Clock wires, drivers and flops:
The bar under the picture is 20 µm long.
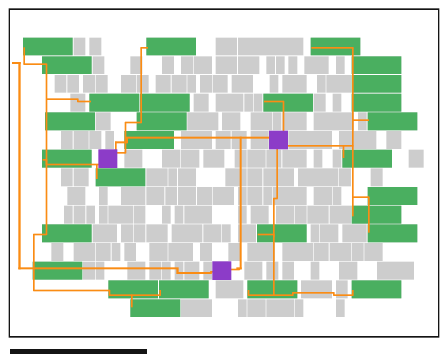
Cell classes on the final placement:
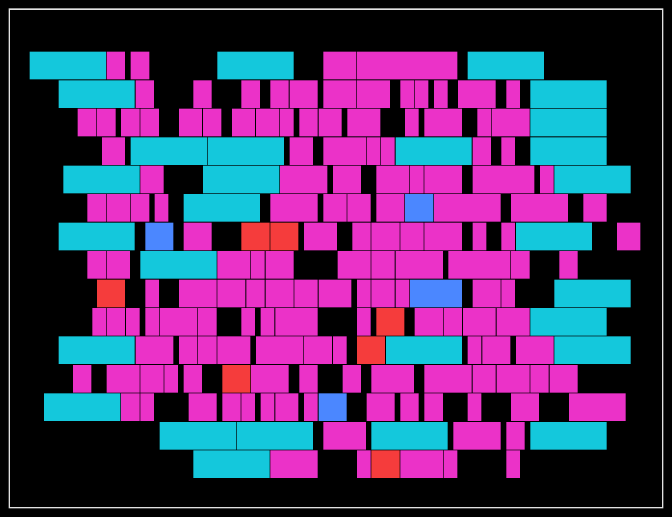
Design dec_expgob, sky130hd; sources not shown.
==> impl_metrics.json <==
{
  "cts_root_buffer": "clkbuf_4",
  "hold_depth": 1,
  "cts.clk_slew.worst_paths_ns": 0.14,
  "ys_sh_simple_pct": 23.7,
  "compound_area_share_pct": 23.2,
  "layout_top_cells": "28 x dfxtp_1, 14 x a21oi_1, 13 x nand2_1",
  "dieArea_um2": 2960,
  "top_area_cell": "dfxtp_1",
  "start_kind": "flop",
  "ir_drop_mv": 0.448,
  "xor_share_pct": 3.21,
  "logic_area_um2": 983,
  "syn_to_final_growth_pct": 5.43,
  "slew_violations": 0,
  "h-tree-depth": 1,
  "yosys_cells": 191,
  "yosysWarningCount": 0,
  "fin_crit_sh_pct": 94.3,
  "mux_area_share_pct": 4.90,
  "yosys.stat.chipArea_um2": 1640,
  "post_drt_wl_per_cell_um": 16.9,
  "n_antenna_cell": 0,
  "relSlewSlack_pct": 65.5,
  "place_congestion": 0.897,
  "nets": 200,
  "fp.dieH_um": 47.5,
  "initial_utilization_pct": 68.1,
  "clkLatencyLatePin_ns": 0.34,
  "cp_max_fo": 4,
  "cts_tree": "yes",
  "end_kind": "output pin",
  "seqCellArea_um2": 561,
  "log.warning_count": 30,
  "critical_path_required_ns": 1.76,
  "dp_cells": 219,
  "ys_ff": 28,
  "grt_pass1_vias": 1195,
  "port_buffers": 0,
  "rrSetupSlack_ns": 0.20,
  "area_leaders": "dfxtp_1 34%, ha_1 4.6%, a21oi_1 4.3%",
  "ant_nets": 0,
  "rsz0062_at_grt": "false",
  "drc": 0,
  "powerDensity_nw_per_um2": 518,
  "antenna_found_initial": 0,
  "final-setup-viol-count": 0,
  "syn_nets": 201,
  "grt-ovfl-total": 0,
  "tns_ns": 0,
  "p_leak_nw": 0.626,
  "grt_use_total_pct": 27.0,
  "synth_area_um2": 1640,
  "maxClockFrequency_ghz": 0.482,
  "fa_ha_area_share_pct": 4.59,
  "hold_class": "in2reg",
  "drt_iter0_drc": 100,
  "die_w_um": 62.3,
  "logic_family": "simple AND/OR/NAND/NOR gates",
  "via_per_inst": 6.40,
  "ys_seq_share_pct": 34.3,
  "edf_count": 0,
  "wl_um": 3780,
  "lay_top_count": "dfxtp_1",
  "status": "finished clean",
  "synth_top_area_share_pct": 34.3,
  "fill_cells": 204,
  "dp_hpwl_um": 2720,
  "grt_max_degree": 31,
  "worst_slew_pin_slew_ns": 0.516,
  "drive_above_1_share_pct": 12.7,
  "critical_path_class": "reg2out",
  "max-cap-violations": 0,
  "postSynthAreaPerCell_um2": 8.56,
  "cts_buffer_depth": 2,
  "syn_inst": 191,
  "worstPathArrival_ns": 1.63,
  "cts_buffers": 3,
  "reg2reg_depth": 4,
  "async_flop_share_pct": 0,
  "ff_type": "dfxtp_1",
  "timing.hold.ws_ns": 0.151,
  "first_pass_iters": 4,
  "grt_pass1_wl_um": 5980,
  "cts_sinks": 28,
  "hold_viol_final": 0,
  "via_count": 1427,
  "ys_types": 51,
  "pin_count": 15,
  "fin_cells": 223,
  "finalCriticalPeriod_ns": 2.07
}
Notes on 'clock wires, drivers and flops' above:
[clock drivers] purple | count: 3
[flip-flops] green | count: 28
[clock wires] orange | length: 314 µm
routed clock nets: 4
skew final: 0.00627 ns
clk pwr: 0.249 mW

Notes on 'cell classes on the final placement' above:
| class | colour | cells | share of their area |
|---|---|---|---|
| remaining buffers and delay cells | red | 7 | 3.1% |
| sequential cells | cyan | 28 | 33% |
| combinational and other logic | magenta | 150 | 61% |
| clock drivers and dummy loads | blue | 4 | 2.2% |
fin util: 71.8%
row cnt: 15
fraction of area in registers: 32.5%
core area: 2400 µm²
Design Area, Final: 1720 µm²

layout make-up:
class	count	area share [%]
clock buffer	4	2.10
timing repair buffer	7	3.05
tap	34	2.47
sequential	28	32.5
inverter	13	2.83
multi-input combinational	137	57.0
worst max-delay path, stage by stage (launching register included):
cell	delay, ns
dfxtp_1	0.35
inv_1	0.13
ha_1	0.22
or3b_4	0.43
nor2_1	0.11
nor2_1	0.07
cell usage after synthesis (3+ instances only):
master	instances
a211oi_1	3
a21oi_1	14
clkbuf_1	9
dfxtp_1	28
ha_1	6
inv_1	12
mux2i_1	5
nand2_1	13
nand2b_1	3
nand4_1	7
nor2_1	11
nor2b_1	3
nor3_1	8
nor3b_1	4
nor4_1	3
o21ai_0	11
o31ai_1	4
xnor2_1	3
xor2_1	3
routing by layer:
metal	wire length [µm]	part of all wire [%]	up-vias	GRT usage, %
met4	48	1.3	0	8.00
met1	1690	45	649	37.0
met2	1700	45	72	43.0
li1	-	-	702	-
met3	337	8.9	4	7.76
met5	0	0	-	0
stage by stage:
stage,setup slack [ns],total power [mW],cell area [µm²]
5_1_grt,0.00385,0.935,1720
4_1_cts,0.121,0.895,1720
2_1_floorplan,0.290,0.633,1640
6_report,0.126,0.894,1720
3_3_place_gp,0.220,0.645,1680
3_5_place_dp,0.149,0.649,1680
what timing repair did:
item / in CTS / in global routing
hold buffers: 0 / 0
resized: 0 / 2
endpoints found under the setup margin: 0 / 2
setup buffers: 0 / 0
where the power goes:
group / switching, mW / internal (mW) / total [mW] / leakage [nW]
logic: 0.0765 / 0.0492 / 0.126 / 0.379
clock network: 0.148 / 0.102 / 0.249 / 0.0210
registers: 0.00493 / 0.514 / 0.519 / 0.226
Power figures rest on the tool's default switching activity, not on a simulated workload.
